<file path="src/rtl/muldiv_pkg.sv">
`default_nettype none
// ============================================================================
// Module   : muldiv_pkg
// Brief    : Shared types and constants for the multiply/divide scheduler.
// Revision : 1.0 - initial release
// ============================================================================
package muldiv_pkg;

  localparam int MULDIV_STEPS = 32;

  typedef enum logic [1:0] {
    MD_MULT  = 2'd0,
    MD_MULTU = 2'd1,
    MD_DIV   = 2'd2,
    MD_DIVU  = 2'd3
  } muldiv_op_t;

  typedef enum logic [1:0] {
    S_IDLE = 2'd0,
    S_BUSY = 2'd1,
    S_DONE = 2'd2
  } muldiv_state_t;

  typedef struct packed {
    logic                    valid;
    muldiv_op_t              op;
    logic [MULDIV_STEPS-1:0] a;
    logic [MULDIV_STEPS-1:0] b;
  } muldiv_req_t;

  function automatic logic op_is_div(input muldiv_op_t op);
    return (op == MD_DIV) || (op == MD_DIVU);
  endfunction

  function automatic logic op_is_signed(input muldiv_op_t op);
    return (op == MD_MULT) || (op == MD_DIV);
  endfunction

endpackage
`default_nettype wire

</file>
<file path="src/rtl/muldiv_if.sv">
`default_nettype none
// ============================================================================
// Module   : muldiv_if
// Brief    : Lane request / result bus between the execute lanes and the
//            shared multiply/divide scheduler.
// Revision : 1.0 - initial release
// ============================================================================
interface muldiv_if #(
  parameter int XLEN   = 32,
  parameter int LANES  = 2,
  parameter int LANE_W = (LANES > 1) ? $clog2(LANES) : 1
);
  logic [LANES-1:0]           req_valid;
  logic [LANES-1:0][1:0]      req_op;
  logic [LANES-1:0][XLEN-1:0] req_a;
  logic [LANES-1:0][XLEN-1:0] req_b;
  logic [LANES-1:0]           req_ready;
  logic                       flush;
  logic                       busy;
  logic                       resp_valid;
  logic [LANE_W-1:0]          resp_lane;
  logic [XLEN-1:0]            resp_hi;
  logic [XLEN-1:0]            resp_lo;
  logic                       resp_ready;

  // Pipeline side: issues requests, consumes results
  modport master (
    output req_valid, req_op, req_a, req_b, flush, resp_ready,
    input  req_ready, busy, resp_valid, resp_lane, resp_hi, resp_lo
  );

  // Scheduler side
  modport slave (
    input  req_valid, req_op, req_a, req_b, flush, resp_ready,
    output req_ready, busy, resp_valid, resp_lane, resp_hi, resp_lo
  );
endinterface
`default_nettype wire

</file>
<file path="src/rtl/muldiv_engine.sv">
`default_nettype none
// ============================================================================
// Module   : muldiv_engine
// Brief    : Iterative unsigned shift-add multiplier / restoring divider.
//            One step per cycle while step is high; no sequencing of its own.
//            acc shows the post-step value during a step, else the held value,
//            so the owner can capture the final step without an extra cycle.
// Revision : 1.0 - initial release
// ============================================================================
module muldiv_engine #(
  parameter int XLEN = 32
) (
  input  wire logic              clk,
  input  wire logic              resetn,
  input  wire logic              start,
  input  wire logic              step,
  input  wire logic              op_is_div,
  input  wire logic [XLEN-1:0]   a,
  input  wire logic [XLEN-1:0]   b,
  output logic      [2*XLEN-1:0] acc
);

  logic [2*XLEN-1:0] acc_q;
  logic [2*XLEN-1:0] acc_step;
  logic [XLEN-1:0]   m_q;
  logic [XLEN:0]     mul_sum;
  logic [XLEN:0]     rem_trial;
  logic [XLEN-1:0]   div_diff;
  logic              div_fits;

  // Next accumulator value for one multiply or divide step
  always_comb begin
    // Multiply: low half holds the multiplier, shifted out LSB-first
    mul_sum   = {1'b0, acc_q[2*XLEN-1:XLEN]} + (acc_q[0] ? {1'b0, m_q} : {(XLEN+1){1'b0}});
    // Divide: partial remainder shifted left by one can reach XLEN+1 bits
    rem_trial = acc_q[2*XLEN-1:XLEN-1];
    div_fits  = (rem_trial >= {1'b0, m_q});
    div_diff  = rem_trial[XLEN-1:0] - m_q;
    if (op_is_div) begin
      if (div_fits) begin
        acc_step = {div_diff, acc_q[XLEN-2:0], 1'b1};
      end else begin
        acc_step = {acc_q[2*XLEN-2:0], 1'b0};
      end
    end else begin
      acc_step = {mul_sum, acc_q[XLEN-1:1]};
    end
  end

  assign acc = step ? acc_step : acc_q;

  // Operand load on start, accumulator advance on step
  always_ff @(posedge clk or negedge resetn) begin
    if (!resetn) begin
      acc_q <= '0;
      m_q   <= '0;
    end else if (start) begin
      acc_q <= {{XLEN{1'b0}}, a};
      m_q   <= b;
    end else if (step) begin
      acc_q <= acc_step;
    end
  end

endmodule
`default_nettype wire

</file>
<file path="src/rtl/muldiv_scheduler.sv">
`default_nettype none
// ============================================================================
// Module   : muldiv_scheduler
// Brief    : Arbitrates the execute lanes onto one iterative mul/div engine,
//            converts signed operands to magnitudes, restores the result sign
//            and holds {hi, lo} until the owning lane consumes it.
// Revision : 1.0 - initial release
// ============================================================================
module muldiv_scheduler
  import muldiv_pkg::*;
#(
  parameter int XLEN  = MULDIV_STEPS,
  parameter int LANES = 2
) (
  input  wire logic clk,
  input  wire logic resetn,
  muldiv_if.slave   bus
);

  localparam int CNT_W  = $clog2(XLEN);
  localparam int LANE_W = (LANES > 1) ? $clog2(LANES) : 1;

  muldiv_state_t     state, state_nxt;
  logic [CNT_W-1:0]  counter;
  muldiv_op_t        op_q;
  logic [LANE_W-1:0] lane_q;
  logic              sign_a_q, sign_b_q, b_zero_q;
  logic [XLEN-1:0]   hi_q, lo_q;

  logic              any_valid;
  logic [LANE_W-1:0] sel_lane;
  muldiv_op_t        sel_op;
  logic [XLEN-1:0]   sel_a, sel_b, mag_a, mag_b;
  logic              sel_sign_a, sel_sign_b;
  logic              grant, step_en, last_step, engine_div;
  logic [LANES-1:0]  ready_vec;
  logic [2*XLEN-1:0] acc, prod;
  logic [XLEN-1:0]   quo, rem, fix_hi, fix_lo;

  // Fixed priority: the lowest-numbered (oldest) requesting lane wins
  always_comb begin
    any_valid = |bus.req_valid;
    sel_lane  = '0;
    for (int i = LANES - 1; i >= 0; i--) begin
      if (bus.req_valid[i]) sel_lane = LANE_W'(i);
    end
  end

  // Operand conditioning for the winning lane; the most negative value maps
  // onto its own bit pattern, which is the correct unsigned magnitude
  always_comb begin
    sel_op     = muldiv_op_t'(bus.req_op[sel_lane]);
    sel_a      = bus.req_a[sel_lane];
    sel_b      = bus.req_b[sel_lane];
    sel_sign_a = op_is_signed(sel_op) & sel_a[XLEN-1];
    sel_sign_b = op_is_signed(sel_op) & sel_b[XLEN-1];
    mag_a      = sel_sign_a ? -sel_a : sel_a;
    mag_b      = sel_sign_b ? -sel_b : sel_b;
  end

  assign last_step  = (counter == CNT_W'(XLEN - 1));
  assign step_en    = (state == S_BUSY) && !bus.flush;
  assign engine_div = op_is_div(op_q);

  muldiv_engine #(
    .XLEN (XLEN)
  ) u_engine (
    .clk       (clk),
    .resetn    (resetn),
    .start     (grant),
    .step      (step_en),
    .op_is_div (engine_div),
    .a         (mag_a),
    .b         (mag_b),
    .acc       (acc)
  );

  // Sign restoration of the raw unsigned engine result
  always_comb begin
    prod = (sign_a_q ^ sign_b_q) ? -acc : acc;
    quo  = acc[XLEN-1:0];
    rem  = acc[2*XLEN-1:XLEN];
    if (engine_div) begin
      // Divide by zero: remainder magnitude is |a|, so sign restore yields raw a
      fix_lo = b_zero_q ? {XLEN{1'b1}} : ((sign_a_q ^ sign_b_q) ? -quo : quo);
      fix_hi = sign_a_q ? -rem : rem;
    end else begin
      fix_hi = prod[2*XLEN-1:XLEN];
      fix_lo = prod[XLEN-1:0];
    end
  end

  // State register
  always_ff @(posedge clk or negedge resetn) begin
    if (!resetn) state <= S_IDLE;
    else         state <= state_nxt;
  end

  // Next-state and grant decode; reset also suppresses the combinational grant
  always_comb begin
    state_nxt = state;
    grant     = 1'b0;
    ready_vec = '0;
    unique case (state)
      S_IDLE: begin
        if (resetn && !bus.flush && any_valid) begin
          grant     = 1'b1;
          ready_vec = LANES'(1) << sel_lane;
          state_nxt = S_BUSY;
        end
      end
      S_BUSY: begin
        if (bus.flush)     state_nxt = S_IDLE;
        else if (last_step) state_nxt = S_DONE;
      end
      S_DONE: begin
        if (bus.flush || bus.resp_ready) state_nxt = S_IDLE;
      end
      default: state_nxt = S_IDLE;
    endcase
  end

  // Request capture, step counting and result hold
  always_ff @(posedge clk or negedge resetn) begin
    if (!resetn) begin
      counter  <= '0;
      op_q     <= MD_MULT;
      lane_q   <= '0;
      sign_a_q <= 1'b0;
      sign_b_q <= 1'b0;
      b_zero_q <= 1'b0;
      hi_q     <= '0;
      lo_q     <= '0;
    end else if (grant) begin
      counter  <= '0;
      op_q     <= sel_op;
      lane_q   <= sel_lane;
      sign_a_q <= sel_sign_a;
      sign_b_q <= sel_sign_b;
      b_zero_q <= (sel_b == '0);
    end else if (step_en) begin
      counter <= counter + 1'b1;
      if (last_step) begin
        hi_q <= fix_hi;
        lo_q <= fix_lo;
      end
    end
  end

  assign bus.req_ready  = ready_vec;
  assign bus.busy       = (state != S_IDLE);
  assign bus.resp_valid = (state == S_DONE);
  assign bus.resp_lane  = lane_q;
  assign bus.resp_hi    = hi_q;
  assign bus.resp_lo    = lo_q;

endmodule
`default_nettype wire
</file>
<file path="src/flat_wrapper.sv">
// flat-port wrapper written by rule: the top's interface ports become plain ports
module muldiv_scheduler_flat import muldiv_pkg::*;
#(
  parameter int XLEN  = MULDIV_STEPS,
  parameter int LANES = 2
)
  (clk, resetn, bus_req_valid, bus_req_op, bus_req_a, bus_req_b, bus_flush, bus_resp_ready, bus_req_ready, bus_busy, bus_resp_valid, bus_resp_lane, bus_resp_hi, bus_resp_lo);
  muldiv_if #(.XLEN(XLEN), .LANES(LANES)) bus_i ();
  input  wire logic clk;
  input  wire logic resetn;
  input wire logic [$bits(bus_i.req_valid)-1:0] bus_req_valid;
  input wire logic [$bits(bus_i.req_op)-1:0] bus_req_op;
  input wire logic [$bits(bus_i.req_a)-1:0] bus_req_a;
  input wire logic [$bits(bus_i.req_b)-1:0] bus_req_b;
  input wire logic [$bits(bus_i.flush)-1:0] bus_flush;
  input wire logic [$bits(bus_i.resp_ready)-1:0] bus_resp_ready;
  output wire logic [$bits(bus_i.req_ready)-1:0] bus_req_ready;
  output wire logic [$bits(bus_i.busy)-1:0] bus_busy;
  output wire logic [$bits(bus_i.resp_valid)-1:0] bus_resp_valid;
  output wire logic [$bits(bus_i.resp_lane)-1:0] bus_resp_lane;
  output wire logic [$bits(bus_i.resp_hi)-1:0] bus_resp_hi;
  output wire logic [$bits(bus_i.resp_lo)-1:0] bus_resp_lo;
  assign bus_i.req_valid = bus_req_valid;
  assign bus_i.req_op = bus_req_op;
  assign bus_i.req_a = bus_req_a;
  assign bus_i.req_b = bus_req_b;
  assign bus_i.flush = bus_flush;
  assign bus_i.resp_ready = bus_resp_ready;
  assign bus_req_ready = bus_i.req_ready;
  assign bus_busy = bus_i.busy;
  assign bus_resp_valid = bus_i.resp_valid;
  assign bus_resp_lane = bus_i.resp_lane;
  assign bus_resp_hi = bus_i.resp_hi;
  assign bus_resp_lo = bus_i.resp_lo;
  muldiv_scheduler #(.XLEN(XLEN), .LANES(LANES)) u_core (.clk(clk), .resetn(resetn), .bus(bus_i));
endmodule
</file>
<file path="config.mk">
export PLATFORM = sky130hd
export DESIGN_NAME = muldiv_scheduler_flat
export DESIGN_NICKNAME = d
export VERILOG_FILES = /design/src/rtl/muldiv_pkg.sv /design/src/rtl/muldiv_if.sv /design/src/rtl/muldiv_engine.sv /design/src/rtl/muldiv_scheduler.sv /design/src/flat_wrapper.sv
export SDC_FILE = /design/constraint.sdc
export NUM_CORES = 1
export LEC_CHECK = 0
export CORE_UTILIZATION = 50
export CTS_CLUSTER_SIZE = 28
export DETAILED_ROUTE_END_ITERATION = 12
export GPL_TIMING_DRIVEN = 0
export PLACE_DENSITY = 0.73
export SLEW_MARGIN = 20
export SYNTH_ARGS = -nofsm -noshare
export SYNTH_HDL_FRONTEND = slang
export SYNTH_SLANG_ARGS = --single-unit
export TNS_END_PERCENT = 5
</file>
<file path="constraint.sdc">
create_clock -name clk -period 11.9 [get_ports clk]
set_input_delay 2.38 -clock clk [delete_from_list [all_inputs] [get_ports clk]]
set_output_delay 2.38 -clock clk [all_outputs]
set_load 0.01 [all_outputs]
</file>
Run 1, placement by cell class:
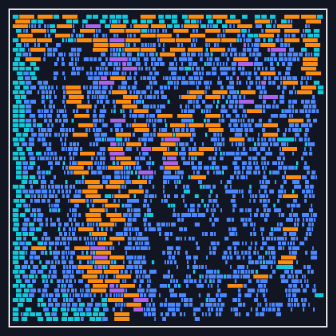
cyan -> other buffers and delay cells  # cells 328, share of their area 14%
blue -> all other logic  # cells 1,770, share of their area 60%
orange -> flops  # cells 172, share of their area 23%
purple -> clock drivers and dummy loads  # cells 32, share of their area 3.1%

Run 1, wiring heat map:
The die is cut into 36 by 36 equal tiles; dark blue is low, red is high, scaled to the fullest tile. Values are wire area over tile area, all layers added.
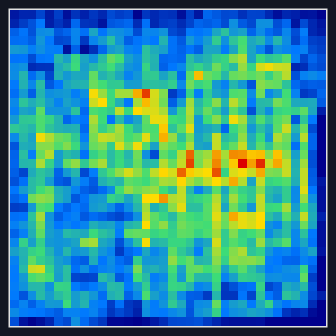
tiles over half the peak = 25%
fullest tile = 0.90
nearly empty tiles = 2.2%

Run 1, clock wiring as the flow saved it:
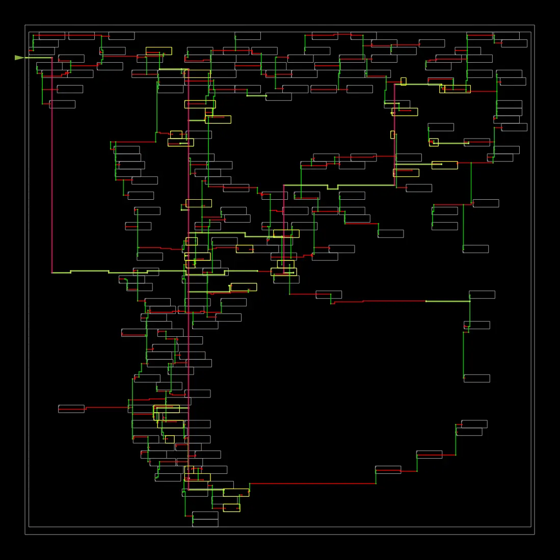
Clock net power: 0.573 mW
# clock sinks: 172
Setup Skew: 0.0183 ns
CTS Buf Count: 17
clk_buf instances: 18

==> Changelog: implementation, run 1 <==
## Flow update

* Layout Nets at 2,499
* Die footprint at 33,100 sq um
* Number of cells in Yosys stat at 2,062
* Synth Register Bits at 172
* Area delta synth->final at 19.9%
* Site Rows at 65
* Post-synth ARST share at 100%
* Longest Clk Path Bufs at 2
* Register area at 4300 sq um
* Total Neg Setup Slack at 0 ns
* Hold path depth at 2
* Max-slew headroom at 18.9%
* Initial Utilization at 51.1%
* DRT iter0 DRCs at 1,928
* Logic cell area at 11,100 sq um
* Post-CTS sizing at 0
* Most frequent cells in the layout: nand2_1, clkdlybuf4s50_1, o21ai_0, dfrtp_1, nor2_1
* Least-Margin Pin Slew at 1.21 ns
* Util after Layout at 61.3%
* DRT met1 WL at 25,900 microns
* Placed cells at 2,672
* Critical Path End: bus_req_ready[1]
* Yosys stat area at 16,200 sq um
* Crit path from: bus_req_valid[1]
* Worst R2R Path Depth at 21
* H-tree level count at 4
* Number of global-route vias before repair at 17,100
* Predominant post-synthesis flop cell: dfrtp_1
* Fin area at 19,400 sq um
* Seq share, synth at 26.6%
* Post-synth EDFFs at 0
* IO Port Bufs at 206
* Worst hold path class: flip-flop to flip-flop
* Delay of the slowest critical-path stage at 0.62 ns
* Status: finished clean
* First-pass detailed-route iteration total at 6
* WL met3 at 5340 microns
* Met2 wire length at 29,800 microns
* Cell Pwr Density at 211 nW/um^2
* Congestion Overflow GR at 0
* Latency at later pin at 0.46 ns
==> run 1: power breakdown <==
| group | internal, mW | switching, mW | total, mW | leakage (nW) |
|---|---|---|---|---|
| clock network | 0.297 | 0.276 | 0.573 | 0.287 |
| logic | 0.942 | 1.69 | 2.64 | 5.66 |
| registers | 0.698 | 0.199 | 0.897 | 2.25 |
| total | 1.94 | 2.17 | 4.11 | 8.19 |
==> run 1: state kept, by name, indices dropped and copies added (netlist names) <==
register / flops
u_core.bus.resp_lane: 1
u_core.op_q: 1
u_core.u_engine.m_q: 32
u_core.u_engine.acc_q: 64
u_core.sign_a_q: 1
u_core.counter: 5
u_core.state: 2
u_core.b_zero_q: 1
u_core.bus.resp_hi: 32
u_core.bus.resp_lo: 32
u_core.sign_b_q: 1
==> run 1: kinds of logic (layout without fill, tap and decap cells) <==
group                    count (synthesis)  count (layout)  share of synthesized area (%)
XOR/XNOR                               131             131                           7.08
flip-flops                             172             172                           26.6
AND/OR/NAND/NOR                        728             728                           22.7
adder cells (fa/ha/maj)                 72              72                           5.65
buffers and inverters                  187             427                           4.83
multiplexers                           113             113                           7.06
other                                    0               2                              0
AND-OR/OR-AND                          659             659                           26.1
==> run 1: per-layer routing <==
metal | global-route usage (%) | up-vias
met5 | 0 | -
met4 | 26.2 | 0
met3 | 6.26 | 218
met2 | 64.8 | 969
met1 | 49.1 | 8405
li1 | - | 8029
==> run 1: layout make-up <==
type,count,share of cell area (%)
repair buffers,208,10.9
diodes,2,0.0258
well taps,402,2.59
clock inverters,14,0.818
flip-flops and latches,172,22.2
inverters,67,1.29
clock buffers,18,2.21
multi-input cells,1703,57.3
plain buffers,120,2.74
## Run 2: what changed since run 1
--- a/config.mk
+++ b/config.mk
@@ -9,7 +9,7 @@
 export CTS_CLUSTER_SIZE = 28
 export DETAILED_ROUTE_END_ITERATION = 12
 export GPL_TIMING_DRIVEN = 0
-export PLACE_DENSITY = 0.73
+export PLACE_DENSITY = 0.76
 export SLEW_MARGIN = 20
 export SYNTH_ARGS = -nofsm -noshare
 export SYNTH_HDL_FRONTEND = slang
==> constraint.sdc (replaced) <==
create_clock -name clk -period 7.9 [get_ports clk]
set_input_delay 1.58 -clock clk [delete_from_list [all_inputs] [get_ports clk]]
set_output_delay 1.58 -clock clk [all_outputs]
set_load 0.01 [all_outputs]
Run 2, clock wiring as the flow saved it:
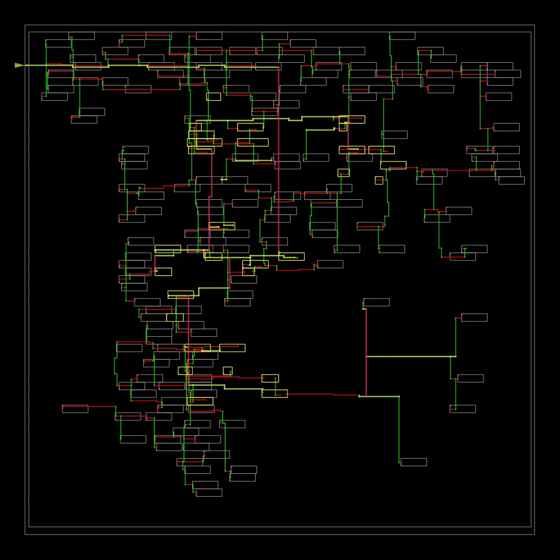
Latency at later pin: 0.45 ns
Clock net power: 0.895 mW
Setup Skew: 0.0257 ns
Seq cells: 172

Run 2, met4 routing:
Cells faint in the background.
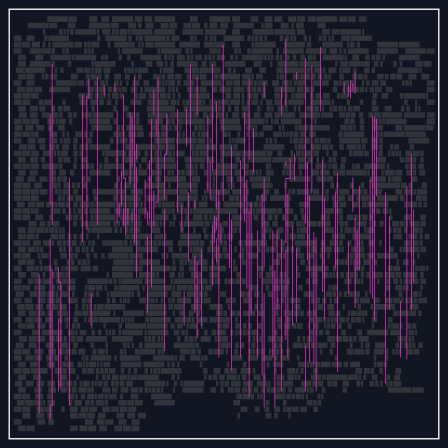
longest straight run = 96.6 microns
share of all routed wire = 7.1%
nets with wire on the layer = 108
wire length on this layer = 4,440 microns
main direction = vertical

Run 2, placement by cell class:
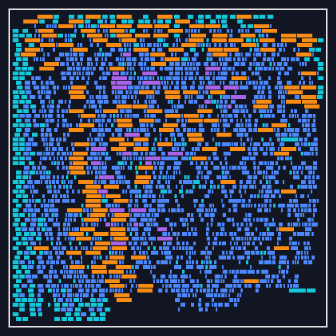
cyan -> other buffers and delay cells  # cells 327, share of their area 14%
purple -> clock drivers and dummy loads  # cells 32, share of their area 3.2%
blue -> all other logic  # cells 1,770, share of their area 60%
orange -> flops  # cells 172, share of their area 23%

==> run 2 against run 1 <==
Compared with the run above:
- clock-buffer cell count did not move
- synthesized area did not move
- critical endpoint is now u_core.u_engine.acc_q[30]
- sequential share of layout area barely moved
- highest routed layer is now met5
- largest power group unchanged
- via count rose by 0.68%
- utilization rose by 0.087 points
- critical path depth rose by 11
- non-clock buffer count fell by 1
- wire length fell by 4.5%
- first-iteration DRC count rose by 2.7%
- combinational power rose by 48%
==> Changelog: implementation, run 2 <==
## Flow update

* Worst EP arrival at 7.66 ns
* Adder-cell share of the synthesized area at 5.65% (unchanged)
* H-tree level count at 4 (unchanged)
* Antenna diodes at 0 (-2)
* Synth logic family: AND-OR/OR-AND gates
* Max-slew headroom at 27.4% (+8.5 points)
* Number of cells in Yosys stat at 2,062 (unchanged)
* Sw Pwr at 3.23 mW (+49%)
* Power, Total at 6.16 mW
* # clock sinks at 172 (unchanged)
* DRT iter0 DRCs at 1,981 (+2.7%)
* Mux area share at 7.06% (unchanged)
* First-pass detailed-route iteration total at 6 (unchanged)
* AO/OA Area Share at 26.1% (unchanged)
* Final ANT Viol Nets at 0
* Biggest register: u_core.u_engine.acc_q
* Hold path depth at 2 (unchanged)
* Clk pwr share at 14.5% (+0.6 points)
* Syn avg cell area at 7.86 sq um
* Longest Clk Path Bufs at 2 (unchanged)
* Routed wire length at 62,700 microns
* Die footprint at 33,100 sq um (unchanged)
* Layout Nets at 2,498 (-0.040%)
* Proportion of layout cells with a drive suffix above 1 at 5.95%
* Logic cell area at 11,100 sq um (about the same)
* Final-report setup violation count at 0
* Flop pwr share at 22.0% (about the same)
* XOR/XNOR Area Share at 7.08% (unchanged)
* Register area at 4300 sq um (unchanged)
* Yosys stat area at 16,200 sq um (unchanged)
* Predominant post-synthesis flop cell: dfrtp_1
* Post-synth ARST share at 100% (unchanged)
* Crit path DRT at 8.25 ns
* Synth Register Bits at 172 (unchanged)
* Least-Margin Pin Slew at 1.09 ns (-0.122 ns)
* Seq share, synth at 26.6% (unchanged)
* Switching share of total power at 52.4% (-0.41 points)
* Site Rows at 65 (unchanged)
* Number of global-route vias before repair at 17,200 (+0.81%)
* Crit path from: bus_req_valid[1]
* Worst hold path class: flip-flop to flip-flop
* Congestion Overflow GR at 0 (unchanged)
* Top Ports at 207
* AND/OR/NAND/NOR Cells, Area Fraction at 22.7% (unchanged)
* CTS Buf Count at 17 (unchanged)
* Status: finished clean
* Worst R2R Path Depth at 21 (unchanged)
* Post-synth area hogs: dfrtp_1, mux2i_1, o21ai_0
* Most frequent cells in the layout: nand2_1, clkdlybuf4s50_1, o21ai_0, dfrtp_1, nor2_1
* IO Port Bufs at 206 (unchanged)
* Initial Utilization at 51.1% (unchanged)
* Die X at 182 microns
* Pleak at 8.19 nW
* Fin area at 19,500 sq um (+0.14%)
* Critical Path End: u_core.u_engine.acc_q[30]
* Gate power share at 63.4% (-0.8 points)
* Total Neg Setup Slack at 0 ns (unchanged)
* Area delta synth->final at 20.1%
* Util after Layout at 61.3% (+0.087 points)
* Synth cell types at 99
* Internal power at 2.93 mW (+51%)
* Type of the worst setup path: input pin to flip-flop
* Most common cell in the synthesized netlist: nand2_1
* Residual DRC count at 0
* Cell Pwr Density at 317 nW/um^2 (+50%)
* Max reg flops at 64 (unchanged)
* Critical path fanouts, max at 19
* Placed cells at 2,672 (unchanged)
* Post-synth EDFFs at 0 (unchanged)
* Post-CTS sizing at 0 (unchanged)
## run 2: cell counts after synthesis
No cell type changed its count.
## run 2: area by class of cell
cell class	count	area share, %
Buffer	119	2.76
Clock buffer	18	2.26
Clock inverter	14	0.900
Inverter	67	1.29
Multi-Input combinational cell	1703	57.2
Sequential cell	172	22.1
Tap cell	402	2.59
Timing Repair Buffer	208	10.9
## run 2: power by group through the flow
stage                     combinational, mW  sequential, mW  clock [mW]
after floorplan                        2.72            1.21           0
after global placement                 3.71            1.34           0
after detailed placement               3.76            1.35           0
after CTS                              3.79            1.33       0.896
after global routing                   4.20            1.36       0.934
final                                  3.91            1.36       0.895
## run 2: worst max-delay path, cell delays in order
cell and delay, ns:
clkdlybuf4s50_1 0.64, nor2b_1 0.16, buf_2 0.28, buf_2 0.31
clkbuf_4 0.33, clkbuf_4 0.33, buf_2 0.34, clkbuf_4 0.44
clkbuf_4 0.36, mux2i_1 0.30, ha_1 0.25, o211ai_1 0.11
nor4bb_2 0.45, nand3_1 0.14, nor2_1 0.20, and3_1 0.22
and4_1 0.19, clkbuf_1 0.26, nand2_1 0.10, o21ai_0 0.20
xor2_1 0.28, nand2_1 0.08, o21ai_0 0.09
## run 2: per-layer routing
| layer | wire length [microns] | part of all wire [%] | GRT usage, % | vias up |
|---|---|---|---|---|
| li1 | - | - | - | 8036 |
| met1 | 24300 | 39 | 46.6 | 8388 |
| met2 | 28200 | 45 | 61.3 | 1057 |
| met3 | 5720 | 9.1 | 7.68 | 258 |
| met4 | 4440 | 7.1 | 24.1 | 2 |
| met5 | 13 | 0.021 | 0 | - |
Power figures rest on the tool's default switching activity, not on a simulated workload.
